[src/rtl/riscv_pkg.sv]
// Shared RISC-V instruction types, opcode constants and the encode/legality helpers
// used by the instruction encoder pipeline.
package riscv;

  localparam int unsigned INSN_W = 32;
  localparam int unsigned REG_W  = 5;
  localparam int unsigned OPC_W  = 7;
  localparam int unsigned F3_W   = 3;
  localparam int unsigned F7_W   = 7;
  localparam int unsigned IMM_W  = 20;

  typedef logic [INSN_W-1:0] insn_t;

  typedef enum logic [2:0] {
    R_TYPE = 3'd0,
    I_TYPE = 3'd1,
    S_TYPE = 3'd2,
    B_TYPE = 3'd3,
    U_TYPE = 3'd4,
    J_TYPE = 3'd5,
    UNDEF  = 3'd7
  } insn_type_t;

  // imm holds imm[11:0] for I/S, off[12:1] for B, off[20:1] for J, insn[31:12] for U
  typedef struct packed {
    insn_type_t       itype;
    logic [OPC_W-1:0] opcode;
    logic [REG_W-1:0] rd;
    logic [F3_W-1:0]  funct3;
    logic [REG_W-1:0] rs1;
    logic [REG_W-1:0] rs2;
    logic [F7_W-1:0]  funct7;
    logic [IMM_W-1:0] imm;
  } insn_info_t;

  typedef struct packed {
    insn_info_t info;
    logic       err;
  } s1_payload_t;

  typedef struct packed {
    insn_t insn;
    logic  err;
  } s2_payload_t;

  localparam logic [OPC_W-1:0] OP_IMM = 7'h13;
  localparam logic [OPC_W-1:0] OP     = 7'h33;
  localparam logic [OPC_W-1:0] STORE  = 7'h23;
  localparam logic [OPC_W-1:0] BRANCH = 7'h63;
  localparam logic [OPC_W-1:0] JAL    = 7'h6F;
  localparam logic [OPC_W-1:0] LUI    = 7'h37;

  // Bit-pack decoded fields into the architectural instruction word
  function automatic insn_t encode_insn(input insn_info_t info);
    insn_t w;
    w = '0;
    case (info.itype)
      R_TYPE: w = {info.funct7, info.rs2, info.rs1, info.funct3, info.rd, info.opcode};
      I_TYPE: w = {info.imm[11:0], info.rs1, info.funct3, info.rd, info.opcode};
      S_TYPE: w = {info.imm[11:5], info.rs2, info.rs1, info.funct3, info.imm[4:0], info.opcode};
      B_TYPE: w = {info.imm[11], info.imm[9:4], info.rs2, info.rs1, info.funct3,
                   info.imm[3:0], info.imm[10], info.opcode};
      U_TYPE: w = {info.imm, info.rd, info.opcode};
      J_TYPE: w = {info.imm[19], info.imm[9:0], info.imm[10], info.imm[18:11],
                   info.rd, info.opcode};
      default: w = '0;
    endcase
    return w;
  endfunction

  // 12-bit immediates must sign-extend cleanly from bit 11
  function automatic logic insn_illegal(input insn_info_t info);
    logic imm12;
    imm12 = (info.itype == I_TYPE) || (info.itype == S_TYPE) || (info.itype == B_TYPE);
    return (info.itype == UNDEF) ||
           (info.opcode[1:0] != 2'b11) ||
           (imm12 && (info.imm[19:12] != {8{info.imm[11]}}));
  endfunction

endpackage

[src/rtl/riscv_pipe_stage.sv]
// Valid/ready register slice with synchronous flush; ready is combinational
// so a full chain of slices sustains one transfer per clock.
module riscv_pipe_stage #(
  parameter int unsigned W = 8
) (
  input  logic         clk,
  input  logic         rst,
  input  logic         flush_i,
  input  logic         valid_i,
  output logic         ready_c_o,
  input  logic [W-1:0] data_i,
  output logic         valid_o,
  input  logic         ready_i,
  output logic [W-1:0] data_o
);

  logic         valid_q, valid_d;
  logic [W-1:0] data_q,  data_d;

  // Flush makes the slice look empty so upstream never stalls on dropped data
  assign ready_c_o = flush_i || !valid_q || ready_i;
  assign valid_o   = valid_q;
  assign data_o    = data_q;

  always_comb begin
    valid_d = valid_q;
    data_d  = data_q;
    if (flush_i) begin
      valid_d = 1'b0;
    end else if (ready_c_o) begin
      valid_d = valid_i;
      if (valid_i) begin
        data_d = data_i;
      end
    end
  end

  always_ff @(posedge clk) begin
    if (rst) begin
      valid_q <= 1'b0;
      data_q  <= '0;
    end else begin
      valid_q <= valid_d;
      data_q  <= data_d;
    end
  end

endmodule

[src/rtl/riscv_insn_encoder.sv]
// Two-stage RISC-V instruction encoder: S1 registers decoded fields plus a legality
// flag, S2 registers the packed word; counts delivered good and errored outputs.
module riscv_insn_encoder
  import riscv::*;
#(
  parameter int unsigned CNT_W    = 16,
  parameter bit          CHECK_EN = 1'b1
) (
  input  logic              clk,
  input  logic              rst,
  input  logic              flush,
  input  logic              in_valid,
  output logic              in_ready,
  input  insn_info_t        in_info,
  output logic              out_valid,
  input  logic              out_ready,
  output insn_t             out_insn,
  output logic              out_err,
  output logic [CNT_W-1:0]  cnt_ok,
  output logic [CNT_W-1:0]  cnt_err
);

  localparam int unsigned S1_W = $bits(s1_payload_t);
  localparam int unsigned S2_W = $bits(s2_payload_t);

  s1_payload_t s1_in, s1_out;
  s2_payload_t s2_in, s2_out;
  logic        s1_valid;
  logic        s2_ready;

  logic [CNT_W-1:0] cnt_ok_q,  cnt_ok_d;
  logic [CNT_W-1:0] cnt_err_q, cnt_err_d;

  always_comb begin
    s1_in.info = in_info;
    s1_in.err  = CHECK_EN ? insn_illegal(in_info) : 1'b0;
  end

  riscv_pipe_stage #(.W(S1_W)) u_s1_check (
    .clk       (clk),
    .rst       (rst),
    .flush_i   (flush),
    .valid_i   (in_valid),
    .ready_c_o (in_ready),
    .data_i    (s1_in),
    .valid_o   (s1_valid),
    .ready_i   (s2_ready),
    .data_o    (s1_out)
  );

  // Errored instructions leave the pipe as an all-zero word
  always_comb begin
    s2_in.err  = s1_out.err;
    s2_in.insn = s1_out.err ? '0 : encode_insn(s1_out.info);
  end

  riscv_pipe_stage #(.W(S2_W)) u_s2_pack (
    .clk       (clk),
    .rst       (rst),
    .flush_i   (flush),
    .valid_i   (s1_valid),
    .ready_c_o (s2_ready),
    .data_i    (s2_in),
    .valid_o   (out_valid),
    .ready_i   (out_ready),
    .data_o    (s2_out)
  );

  assign out_insn = s2_out.insn;
  assign out_err  = s2_out.err;

  // Output transfers are counted even in a flush cycle
  always_comb begin
    cnt_ok_d  = cnt_ok_q;
    cnt_err_d = cnt_err_q;
    if (out_valid && out_ready) begin
      if (out_err) begin
        cnt_err_d = cnt_err_q + CNT_W'(1);
      end else begin
        cnt_ok_d  = cnt_ok_q + CNT_W'(1);
      end
    end
  end

  always_ff @(posedge clk) begin
    if (rst) begin
      cnt_ok_q  <= '0;
      cnt_err_q <= '0;
    end else begin
      cnt_ok_q  <= cnt_ok_d;
      cnt_err_q <= cnt_err_d;
    end
  end

  assign cnt_ok  = cnt_ok_q;
  assign cnt_err = cnt_err_q;

endmodule

[config.mk]
export PLATFORM = sky130hd
export DESIGN_NAME = riscv_insn_encoder
export DESIGN_NICKNAME = d
export VERILOG_FILES = /design/src/rtl/riscv_pkg.sv /design/src/rtl/riscv_pipe_stage.sv /design/src/rtl/riscv_insn_encoder.sv
export SDC_FILE = /design/constraint.sdc
export NUM_CORES = 1
export LEC_CHECK = 0
export CAP_MARGIN = 5
export CORE_ASPECT_RATIO = 1.75
export CORE_UTILIZATION = 53
export DETAILED_ROUTE_END_ITERATION = 6
export GPL_TIMING_DRIVEN = 0
export PLACE_DENSITY_LB_ADDON = 0.15
export SLEW_MARGIN = 20
export SYNTH_ARGS = -nofsm -noshare
export SYNTH_HDL_FRONTEND = slang
export SYNTH_HIERARCHICAL = 1
export SYNTH_SLANG_ARGS = --single-unit
[constraint.sdc]
create_clock -name clk -period 2.3 [get_ports clk]
set_clock_uncertainty 0.05 [all_clocks]
set_input_delay 0.46 -clock clk [delete_from_list [all_inputs] [get_ports clk]]
set_output_delay 0.46 -clock clk [all_outputs]
set_load 0.03 [all_outputs]
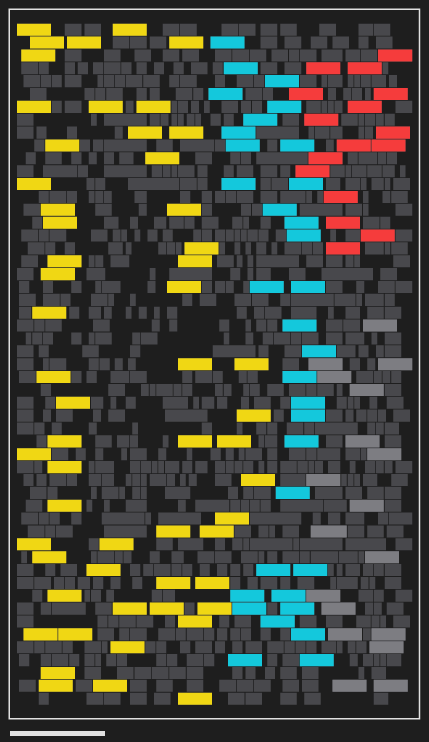
Fig. 1. Register map, names as in the netlist (run 1).
Scale bar: 20 µm.
[u_s1_check/data_o] yellow | placed flops: 56
[u_s2_pack/data_o] cyan | placed flops: 33
[cnt_err] red | placed flops: 16 | where: top right
not colored: 18

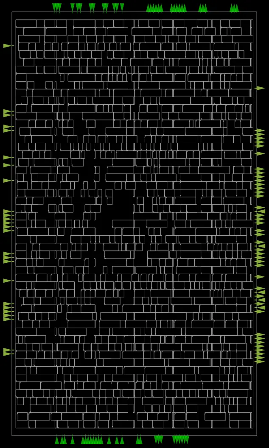
Fig. 2. Cell placement (run 1).
Core Area: 0.01207 mm²
tap cell count: 165

==> flow_metrics.tcl, run 1 <==
# implementation run metrics
set metrics [dict create \
    cts-htree-levels 4 \
    period_needed_ps 2216 \
    buffers_excl_clock 174 \
    number_of_max_slew_violations_in_the_final_report 0 \
    min_delay_path_depth 2 \
    drc_errors 0 \
    die_area_mm2 0.01293 \
    critical_path.max_stage_delay_ps 460 \
    run_status "finished, final reports clean" \
    warnings 26 \
    syn_to_final_growth_pct 31.94 \
    grt_overflow_total 0 \
    max_cap_viol_count 0 \
    r2r_end "u_s2_pack/data_o[21]" \
    rsz_0062_raised_after_global_routing "no" \
    hpwlAfterDp_um 14680 \
    antenna_cells_inserted 0 \
    nNetsFinal 939 \
    dominant_cells "logic gates" \
    layout.area.comb_mm2 0.003819 \
    route.detailed.vias_per_inst 5.343 \
    synth_top_area_share 0.3728 \
    buffer_share_of_cell_area 0.1788 \
    synthesis.area_mm2 0.006605 \
    synth.lib_cells_used.distinct 50 \
]
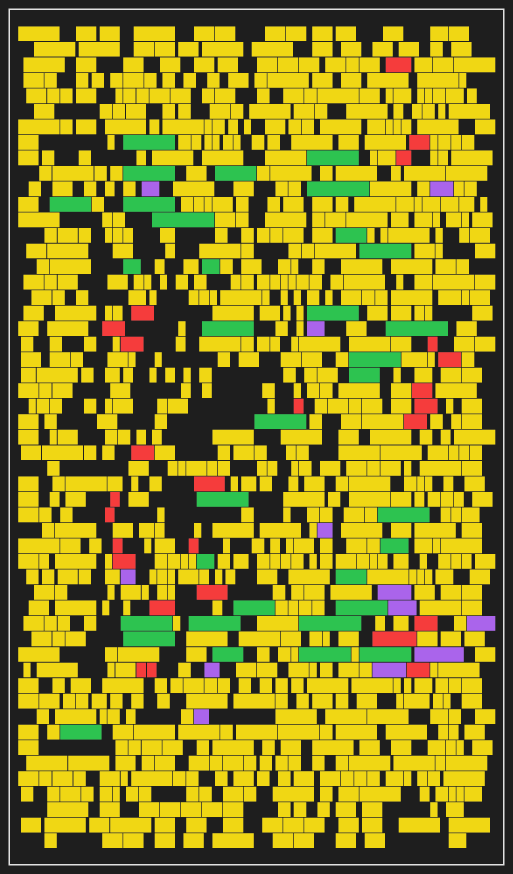
Fig. 3. Cell sizes after repair (run 1).
[_6 and larger] green | cells: 33
[_2 cells] red | cells: 26
[_3 and _4 cells] purple | cells: 12
[_0 and _1 cells] yellow | cells: 818

==> run 1: metal layers <==
| metal | GRT usage | part of all wire |
|---|---|---|
| met4 | 0.1583 | 0.047 |
| met1 | 0.2788 | 0.36 |
| met5 | 0 | 0 |
| met3 | 0.05792 | 0.033 |
| met2 | 0.5853 | 0.56 |
==> run 1: stage by stage <==
| step | area (µm²) | total power (W) |
|---|---|---|
| 2_1_floorplan | 6605 | 0.002634 |
| 3_3_place_gp | 8063 | 0.002868 |
| 3_5_place_dp | 8063 | 0.002883 |
| 4_1_cts | 8711 | 0.005740 |
| 5_1_grt | 8715 | 0.005875 |
| 6_report | 8715 | 0.005704 |
==> run 1: what timing repair did <==
| item | 4_1_cts | 5_1_grt |
|---|---|---|
| hold buffers | 0 | 0 |
| endpoints found under the setup margin | 4 | 7 |
| pin swaps | 0 | 0 |
| resized | 7 | 5 |
==> run 1: worst max-delay path by stage <==
stage                                startpoint  slack (ps)  cells after the start              endpoint
after floorplan                      cnt_err[4]         370                      4           cnt_err[15]
after global placement                out_ready        -420                      6              in_ready
after detailed placement              out_ready        -440                      6              in_ready
after CTS                 u_s1_check/data_o[53]          20                      8  u_s2_pack/data_o[24]
after global routing                      flush          10                      5              in_ready
final                                     flush          80                      5              in_ready
==> run 1: worst register-to-register path, stage by stage, from the launching register on <==
cell and delay, ps:
sky130_fd_sc_hd__dfxtp_1 460, sky130_fd_sc_hd__clkbuf_2 260, sky130_fd_sc_hd__buf_2 280, sky130_fd_sc_hd__a21oi_1 100, sky130_fd_sc_hd__a211oi_1 470, sky130_fd_sc_hd__a21oi_1 90, sky130_fd_sc_hd__nor2_1 140, sky130_fd_sc_hd__nand2b_1 70
sky130_fd_sc_hd__mux2i_1 150
==> run 1: flip-flops by register name (all words and copies together), names as in the netlist <==
| register | flops |
|---|---|
| u_s1_check/data_o | 56 |
| u_s2_pack/data_o | 33 |
| cnt_err | 16 |
| cnt_ok | 16 |
| u_s1_check/valid_o | 1 |
| u_s2_pack/valid_o | 1 |
==> run 1: power by group <==
| group | switching [W] | internal [W] |
|---|---|---|
| clock | 0.00101 | 0.00185 |
| sequential | 0.0000519 | 0.00219 |
| combinational | 0.000297 | 0.000306 |
| total | 0.00136 | 0.00434 |
==> run 1: cells by family (layout without fill, tap and decap cells) <==
kind of cell,count (synthesis),in the layout,synth area share
AND/OR/NAND/NOR,347,347,0.3095
buffers and inverters,59,215,0.05172
XOR/XNOR,18,18,0.02387
flip-flops,123,123,0.3728
multiplexers,112,112,0.1714
AND-OR/OR-AND,72,72,0.06687
adder cells (fa/ha/maj),2,2,0.003788
==> run 1: cells in the mapped netlist (all sizes together), types with 3 or more instances <==
library cell,instances
mux2,9
nand2,20
or4,3
nor4,3
or3,8
and2,8
nor2,49
a211oi,7
nor2b,14
and3,8
nand3b,3
xor2,8
nand4,9
mux2i,103
buf,17
nand3,17
nand2b,190
clkbuf,32
a311oi,3
and4,3
inv,10
xnor2,10
a21oi,42
a311o,3
o21ai,12
dfxtp,123
nor3,8
Fig. 4: run 1, clock wires, drivers and flops
Scale bar: 20 µm.
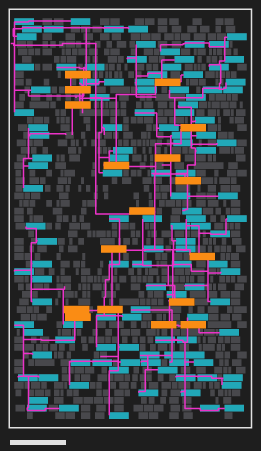

## Run 2: what changed since run 1
--- a/config.mk
+++ b/config.mk
@@ -7,7 +7,7 @@
 export LEC_CHECK = 0
 export CAP_MARGIN = 5
 export CORE_ASPECT_RATIO = 1.75
-export CORE_UTILIZATION = 53
+export CORE_UTILIZATION = 23
 export DETAILED_ROUTE_END_ITERATION = 6
 export GPL_TIMING_DRIVEN = 0
 export PLACE_DENSITY_LB_ADDON = 0.15
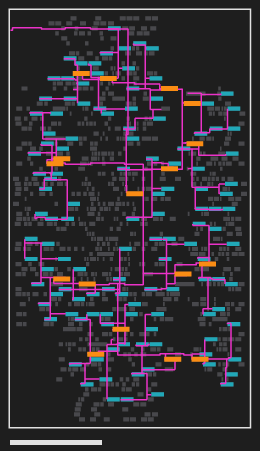
Fig. 5. Clock wires, drivers and flops (run 2).
Scale bar: 50 µm.
[clock drivers] orange | count: 17
[flip-flops] cyan | count: 123
[clock wires] magenta | length: 2060 µm
flops lie: spread over the die

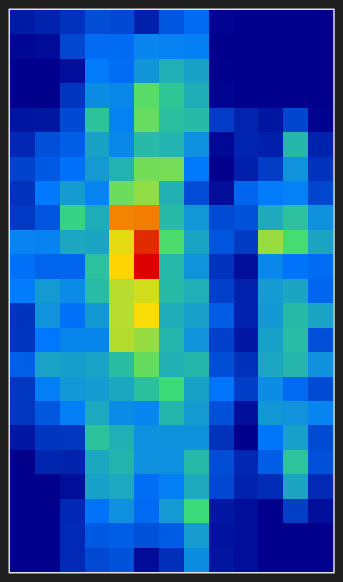
Fig. 6. Signal metal coverage by tile (run 2).
13 x 23 tiles, from dark blue (low) to red (high), scaled to the fullest tile. Values are wire area over tile area, all layers added.
densest ninth of the die: middle
fullest tile: 0.48
mean over tiles: 0.11
emptiest ninth of the die: top right
tiles over half the peak: 7.4%
nearly empty tiles: 15%

==> run 2 against run 1 <==
  * Final cell count is 20% higher
  * Register-to-register slack about the same
  * Synthesized cell count is the same
  * Critical endpoint is now out_valid
==> flow_metrics.tcl, run 2 <==
# implementation run metrics
set metrics [dict create \
    synth.top_cells.by_count "188 x sky130_fd_sc_hd__nand2b_1, 123 x sky130_fd_sc_hd__dfxtp_1, 103 x sky130_fd_sc_hd__mux2i_1, 49 x sky130_fd_sc_hd__nor2_1, 40 x sky130_fd_sc_hd__a21oi_1" \
    groute.layer.met1.usage 0.1450 \
    critical_path.max_stage_delay_ps 740 \
    synth.lib_cells_used.distinct 50 \
    antenna_cells_inserted 0 \
    syn_to_final_growth_pct 35.92 \
    place_area_mm2 0.008323 \
    hpwlAfterDp_um 16820 \
    grt_overflow_total 0 \
    run_status "finished, final reports clean" \
    number_of_max_slew_violations_in_the_final_report 0 \
    r2r_end "u_s2_pack/data_o[31]" \
    core_area_mm2 0.02807 \
    cts-htree-levels 4 \
    total_power_w 0.005757 \
    largest_register_ffs 56 \
    drc_errors 0 \
    min_delay_path_depth 3 \
    globalRouteMet2Util 0.2948 \
    period_needed_ps 2194 \
    synthesis.area_mm2 0.006605 \
]
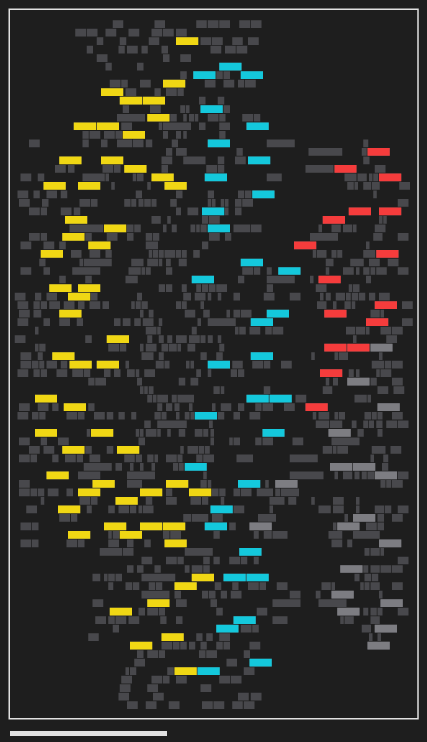
Fig. 7. Register map, names as in the netlist (run 2).
Scale bar: 50 µm.
sequential share of cell area: 0.2743
flip-flop and latch power: 0.00225 W

-- run 2: cell count changes in the layout (fill, tap and decap cells not counted), sizes merged --
cell,delta
clkbuf,+7
clkinvlp,-3
inv,-3
clkdlybuf4s15,-1
buf,+1
dlymetal6s2s,+1
dlygate4sd2,-1
-- run 2: worst max path at each step --
stage,startpoint,to,slack [ps]
after detailed placement,out_ready,in_ready,-440
final,u_s2_pack/valid_o,out_valid,110
after CTS,out_ready,in_ready,-60
after global placement,out_ready,in_ready,-470
after floorplan,cnt_err[4],cnt_err[15],370
after global routing,u_s1_check/data_o[53],u_s2_pack/data_o[21],5
-- run 2: per-stage QoR --
stage	hold WS (ps)	setup TNS [ps]	worst slack, ps
finish	362.0	0	105.9
global route	390.0	0	4.955
CTS	342.7	-61.51	-61.51
detailed placement	410.8	-2127	-439.4
global placement	406.9	-2432	-468.5
floorplan	394.1	0	366.4
-- run 2: where the power goes --
part	total [W]	switching, W	leakage (nW)	internal (W)
clock	0.00291	0.000984	0.311	0.00192
combinational	0.000602	0.000295	1.82	0.000307
sequential	0.00225	0.0000580	0.998	0.00219
-- run 2: cell type report --
| class | instances | area, µm² | area share |
|---|---|---|---|
| Multi-Input combinational cell | 551 | 3825 | 0.4261 |
| Buffer | 49 | 306.5 | 0.03415 |
| Clock inverter | 7 | 135.1 | 0.01505 |
| Timing Repair Buffer | 125 | 1249 | 0.1391 |
| Sequential cell | 123 | 2462 | 0.2743 |
| Inverter | 10 | 37.54 | 0.004181 |
| Clock buffer | 25 | 495.5 | 0.05519 |
| Tap cell | 373 | 466.7 | 0.05199 |
-- run 2: repair_timing --
action | in CTS | in global routing
pin swaps | 0 | 0
resized | 5 | 9
endpoints found under the setup margin | 3 | 7
hold endpoints to repair | 0 | 0
gates cloned | 0 | 0
-- run 2: per-layer routing --
layer | vias up | wire [µm]
met5 | - | 0
met2 | 128 | 11860
met1 | 2520 | 7742
li1 | 2773 | -
met4 | 0 | 662
met3 | 28 | 822
-- run 2: logic make-up after synthesis --
| logic type | after synthesis | share of synthesized area |
|---|---|---|
| adder cells (fa/ha/maj) | 2 | 0.003788 |
| flip-flops | 123 | 0.3728 |
| multiplexers | 112 | 0.1714 |
| AND-OR/OR-AND | 72 | 0.06687 |
| buffers and inverters | 59 | 0.05172 |
| AND/OR/NAND/NOR | 347 | 0.3095 |
| XOR/XNOR | 18 | 0.02387 |
Power is estimated from default activity; no workload was simulated.
